<file path="config.mk">
export PLATFORM = sky130hd
export DESIGN_NAME = pulse_stretch_arb
export DESIGN_NICKNAME = d
export VERILOG_FILES = /design/src/rtl/pulse_stretch_arb_pkg.sv /design/src/rtl/pulse_stretch_arb_rr_pick.sv /design/src/rtl/pulse_stretch_arb.sv
export SDC_FILE = /design/constraint.sdc
export NUM_CORES = 1
export LEC_CHECK = 0
export CORE_MARGIN = 3
export CORE_UTILIZATION = 25
export DETAILED_ROUTE_END_ITERATION = 10
export GPL_TIMING_DRIVEN = 1
export HOLD_SLACK_MARGIN = 0.1
export PLACE_DENSITY = 0.44
export SLEW_MARGIN = 20
export SYNTH_ARGS = -nofsm -noshare
export SYNTH_HDL_FRONTEND = slang
export SYNTH_SLANG_ARGS = --single-unit
</file>
<file path="constraint.sdc">
create_clock -name clk -period 3.3 [get_ports clk]
set_input_delay 0.66 -clock clk [delete_from_list [all_inputs] [get_ports clk]]
set_output_delay 0.66 -clock clk [all_outputs]
set_load 0.01 [all_outputs]
</file>
<file path="src/rtl/pulse_stretch_arb_pkg.sv">
// Shared types and constants for the pulse stretcher arbiter.
package pulse_arb_pkg;

    // Controller states: waiting for a request, or driving a pulse.
    typedef enum logic {
        IDLE  = 1'b0,
        PULSE = 1'b1
    } state_e;

    // Default width of the pulse-length configuration input.
    localparam int W_W_DEFAULT = 4;

    // Channel-index width; at least one bit even for degenerate counts.
    function automatic int ch_width(input int n_ch);
        return (n_ch <= 1) ? 1 : $clog2(n_ch);
    endfunction

endpackage

</file>
<file path="src/rtl/pulse_stretch_arb_rr_pick.sv">
// Combinational round-robin selector: lowest requesting index at or
// above ptr, wrapping around to index 0.
module rr_pick
    import pulse_arb_pkg::*;
#(
    parameter int N_CH = 4,
    parameter int CH_W = ch_width(N_CH)
) (
    input  logic [N_CH-1:0] req,
    input  logic [CH_W-1:0] ptr,
    output logic            valid,
    output logic [CH_W-1:0] g
);

    logic [2*N_CH-1:0] req_dbl;
    logic [N_CH-1:0]   req_rot;
    logic [CH_W-1:0]   off;
    logic [CH_W:0]     sum;

    // Rotate requests so that bit 0 corresponds to the channel at ptr.
    assign req_dbl = {req, req} >> ptr;
    assign req_rot = req_dbl[N_CH-1:0];

    // Pick the smallest rotated offset, then map it back to a channel index.
    always_comb begin
        valid = 1'b0;
        off   = '0;
        for (int i = N_CH - 1; i >= 0; i--) begin
            if (req_rot[i]) begin
                valid = 1'b1;
                off   = CH_W'(i);
            end
        end
        sum = {1'b0, ptr} + {1'b0, off};
        if (sum >= (CH_W + 1)'(N_CH)) begin
            sum = sum - (CH_W + 1)'(N_CH);
        end
        g = sum[CH_W-1:0];
    end

endmodule

</file>
<file path="src/rtl/pulse_stretch_arb.sv">
// Round-robin scheduler sharing one programmable pulse stretcher among
// N_CH rising-edge trigger inputs.
module pulse_stretch_arb
    import pulse_arb_pkg::*;
#(
    parameter  int N_CH = 4,
    parameter  int W_W  = W_W_DEFAULT,
    localparam int CH_W = ch_width(N_CH)
) (
    input  logic            clk,
    input  logic            rst,
    input  logic [N_CH-1:0] din,
    input  logic [W_W-1:0]  width_cfg,
    input  logic            ovf_clr,
    output logic            dout,
    output logic [CH_W-1:0] dout_ch,
    output logic            busy,
    output logic [N_CH-1:0] pend,
    output logic [N_CH-1:0] ovf
);

    logic [N_CH-1:0] din_q;
    logic [N_CH-1:0] pend_q, pend_d;
    logic [N_CH-1:0] ovf_q, ovf_d;
    state_e          state_q, state_d;
    logic [W_W-1:0]  cnt_q, cnt_d;
    logic [CH_W-1:0] ptr_q, ptr_d;
    logic            dout_q, dout_d;
    logic [CH_W-1:0] dout_ch_q, dout_ch_d;

    logic [N_CH-1:0] rise;
    logic            pick_valid;
    logic [CH_W-1:0] pick_g;
    logic            grant;

    assign rise = din & ~din_q;

    rr_pick #(
        .N_CH (N_CH),
        .CH_W (CH_W)
    ) u_rr_pick (
        .req   (pend_q),
        .ptr   (ptr_q),
        .valid (pick_valid),
        .g     (pick_g)
    );

    // Arbitration only happens while idle; PULSE ignores the queue.
    assign grant = (state_q == IDLE) && pick_valid;

    // Request queue: the granted bit clears, a fresh rise always re-queues.
    // A rise on an already-pending channel that is not being granted merges
    // and is flagged; a set beats a simultaneous clear strobe.
    always_comb begin
        pend_d = pend_q;
        ovf_d  = ovf_q;
        for (int i = 0; i < N_CH; i++) begin
            if (grant && (pick_g == CH_W'(i))) begin
                pend_d[i] = rise[i];
            end else begin
                pend_d[i] = pend_q[i] | rise[i];
                if (ovf_clr) begin
                    ovf_d[i] = 1'b0;
                end
                if (rise[i] && pend_q[i]) begin
                    ovf_d[i] = 1'b1;
                end
            end
            if (grant && (pick_g == CH_W'(i)) && ovf_clr) begin
                ovf_d[i] = 1'b0;
            end
        end
    end

    // Controller: grant from IDLE, count the pulse down in PULSE.
    // cnt holds the remaining high cycles after the current one.
    always_comb begin
        state_d   = state_q;
        cnt_d     = cnt_q;
        ptr_d     = ptr_q;
        dout_d    = dout_q;
        dout_ch_d = dout_ch_q;
        case (state_q)
            IDLE: begin
                dout_d = 1'b0;
                if (pick_valid) begin
                    state_d   = PULSE;
                    dout_d    = 1'b1;
                    dout_ch_d = pick_g;
                    cnt_d     = (width_cfg == '0) ? '0 : (width_cfg - 1'b1);
                    ptr_d     = (pick_g == CH_W'(N_CH - 1)) ? '0 : (pick_g + 1'b1);
                end
            end
            PULSE: begin
                if (cnt_q != '0) begin
                    cnt_d  = cnt_q - 1'b1;
                    dout_d = 1'b1;
                end else begin
                    dout_d  = 1'b0;
                    state_d = IDLE;
                end
            end
            default: begin
                state_d = IDLE;
                dout_d  = 1'b0;
            end
        endcase
    end

    // All state registers, with synchronous reset discarding any queue.
    always_ff @(posedge clk) begin
        if (rst) begin
            din_q     <= '0;
            pend_q    <= '0;
            ovf_q     <= '0;
            state_q   <= IDLE;
            cnt_q     <= '0;
            ptr_q     <= '0;
            dout_q    <= 1'b0;
            dout_ch_q <= '0;
        end else begin
            din_q     <= din;
            pend_q    <= pend_d;
            ovf_q     <= ovf_d;
            state_q   <= state_d;
            cnt_q     <= cnt_d;
            ptr_q     <= ptr_d;
            dout_q    <= dout_d;
            dout_ch_q <= dout_ch_d;
        end
    end

    assign dout    = dout_q;
    assign dout_ch = dout_ch_q;
    assign busy    = (state_q == PULSE);
    assign pend    = pend_q;
    assign ovf     = ovf_q;

endmodule

</file>
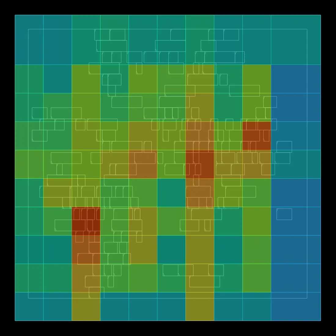
Fig. 1. Routing congestion.
Total Routing Usage GR: 9.46%
met1 Track Usage GR: 11.8%
utilization after layout: 32.5%

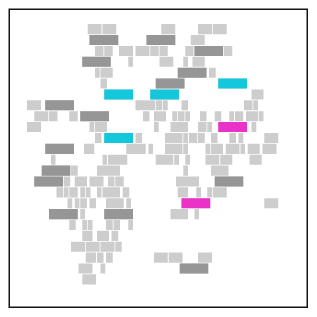
Fig. 2. Sequential cells colored by netlist name.
(4 px per um) Other sequential cells in the stronger gray, the rest of the logic in the fainter gray.
legend:
  pend:
    color: cyan
    sequential_cells: 4
  ptr_q:
    color: magenta
    sequential_cells: 2
not colored: 15

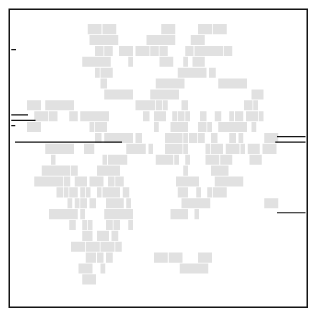
Fig. 3. Metal 3.
(4 px per um) Cells faint in the background.
main direction: horizontal
longest straight run: 26.4 um
wire length on this layer: 58.6 um

==> ci_impl_report.md <==
## Implementation flow summary

| Metric | Value |
|---|---|
| Post-detail-place hpwl | `approximately 1.8 mm` |
| Cell row count | `24` |
| Total power | `roughly 1100 uW` |
| Top power group | `combinational logic` |
| Final nets | `176` |
| Simple share | `20.0%` |
| Synth cell types | `33` |
| HP Start | `cnt_q[1]` |
| Multi-In Gates | `between 90 and 100` |
| Number of fill cells in the layout | `approximately 470` |
| Grt met2 use | `around 16%` |
| Initial antenna violation count | `0` |
| Initial DRC count | `a little over 50` |
| Seq pwr | `384 uW` |
| CP Cell Sequence | `nor3_1, a311oi_1, o21ai_0, ha_1, xnor2_1, xnor2_1, ha_1, inv_1, o21ai_0, a2bb2oi_1, nor2_1` |
| NonClk Buf Share | `between 10% and 20%` |
| Cell Area, Synth | `around 0.0012 mm^2` |
| Area of the core | `roughly 0.0044 mm^2` |
| Flop pwr share | `34.3%` |
| Post-CTS resize count | `0` |
| Seq/Total Area, Yosys | `36.2%` |
| Min Tclk post-route | `roughly 2.7 ns` |
| Hold Crit Class | `flip-flop to flip-flop` |
| WP data required | `between 3 and 4 ns` |
| Yosys Instances | `around 140` |
| Clock Latency Late Sink | `approximately 0.25 ns` |
| Crit. Startpoint | `ptr_q[0]` |
| Mapped Nets | `roughly 160` |
| Final antenna-violating net count | `0` |
| CP arrival | `roughly 2.8 ns` |
| # Max-Cap Violations | `0` |
| F_max | `between 300 and 400 MHz` |
| Number of CTS-inserted buffers | `3` |
| Taps Inserted | `52` |
| Top class by area | `logic gates` |
| XOR/XNOR Area Share | `about 1.5%` |
| Clk_buf instances | `3` |
| Hold Slack | `a little under 0.5 ns` |
| Yosys reg bits | `21` |
| Cell leakage power | `0.000549 uW` |
| Residual DRC | `0` |
| Die y size | `74.2 um` |
| Drt first pass iters | `4` |
| H-tree depth | `1` |
| Most frequent logic cell in the layout | `clkdlybuf4s50_1` |
| Fraction of layout cells with a size suffix above 1 | `5.73%` |
| Clk pwr | `approximately 170 uW` |
| Power share of the clock group | `14.8%` |
| Int Power | `663 uW` |
| CP Capture Type | `flip-flop` |
| FF+latch count | `21` |
| Post-synth EDFFs | `0` |
| Placed cell areas | `about 0.0014 mm^2` |
| Peak supply drop | `254 uV` |
| Most frequent cells in the layout | `clkdlybuf4s50_1 (22), dfxtp_1 (21), nor2_1 (18), inv_1 (11)` |
| CP Buf/Inv Count | `1` |
| CTS root buf | `clkbuf_8` |
| Comb power frac | `about half` |
| Critical path startpoint category | `flip-flop` |
| CTS sink count | `21` |
| Comb area | `approximately 630 um^2` |
| Status | `complete, no violations` |
| Switch Pwr | `about 460 uW` |
| CTS Buffer Depth | `2` |
| Stages on worst setup path | `11` |
| Via density | `~4.7` |
| Dpl cells | `just over 200` |
| Final hold viol count | `0` |
| Hold endpoint | `cnt_q[1]` |
| Non-Filler Instances | `around 210` |
| Slowest cell on crit path | `dfxtp_1` |
| M3 GR Usage | `between 2 and 2.5%` |
| Crit-path max cell delay | `0.55 ns` |
| Mapped Avg Cell Area | `8.41 um^2` |
| M1 wire length | `approximately 1.2 mm` |
| Post-CTS Setup Inserts | `0` |
| Non-clk invs | `11` |
| FP Core Util | `about a quarter` |
| Mux cell area share | `under 10%` |
| Cell with the most instances after synthesis | `dfxtp_1` |
| Register Area | `approximately 420 um^2` |
| Via count | `977` |
| Final wirelength | `between 2 and 2.5 mm` |
| Critical path peak fanout | `12` |
| Clock skew | `around 0.0017 ns` |
| I/O pin count | `23` |
| Wire per inst | `between 10 and 15 um` |
| Comb area share | `between 40 and 50%` |
| Die area | `~0.0055 mm^2` |
| CTS clk-pin slew, worst paths | `0.08 ns` |
| Crit path capture | `ovf[1]` |
| Post-Syn Instances | `138` |
| Comb pwr | `approximately 570 uW` |
| Worst R2R Setup Slack | `around 0.62 ns` |
| GPL Wtd Cong | `between 0.8 and 0.9` |
| Cycle use final | `between 80 and 90%` |
| RSZ-0062 raised after global routing | `false` |
| Async set or reset register ratio after synthesis | `0%` |
| PD cells | `a little under 800 mW/mm^2` |
| Flop share of the area | `between 20% and 30%` |
| Design area | `~0.0014 mm^2` |
| WL met2 | `between 1 and 1.5 mm` |
| R2R Path Start | `ptr_q[0]` |
| Syn-to-layout area delta | `23.5%` |
| Total congestion overflow | `0` |
| Largest net degree at the start of global routing | `22` |
| Post-route worst setup slack | `0.625 ns` |
| # diodes | `0` |
| Biggest area cells | `dfxtp_1 (36%), ha_1 (7.5%), nor2_1 (5.8%)` |
| Synth top cells by count | `dfxtp_1 (21), nor2_1 (18), inv_1 (11)` |
| Wire length on met3 | `around 58 um` |
| R2r endpoint | `ovf[1]` |
| CTS Hold Bufs | `0` |
| WHS Path Cells | `2` |
| Clock-cell share of area | `approximately 3.2%` |
| Final Max Tran Viols | `0` |
| Repair and plain buffers | `23` |
| Worst slew pin tran | `a little under 0.8 ns` |
| Top Metal Used | `met4` |
| Pre-CTS setup slack | `between 0.6 and 0.7 ns` |
| Synth top area share | `between 30% and 40%` |
| Vias in the first global route | `a little over 900` |
| Die width | `between 70 and 80 um` |
| Logic family by area | `AND-OR/OR-AND gates` |
| Crit-path leading delay family | `AND-OR/OR-AND gates` |
| I/O Buffers | `22` |
| Worst Setup Path Type | `flip-flop to flip-flop` |
| Compound Share, Synth | `a little under a quarter` |
| Fa+ha+maj area frac | `roughly 7.5%` |
| OpenROAD warnings | `30` |
Power figures rest on the tool's default switching activity, not on a simulated workload.
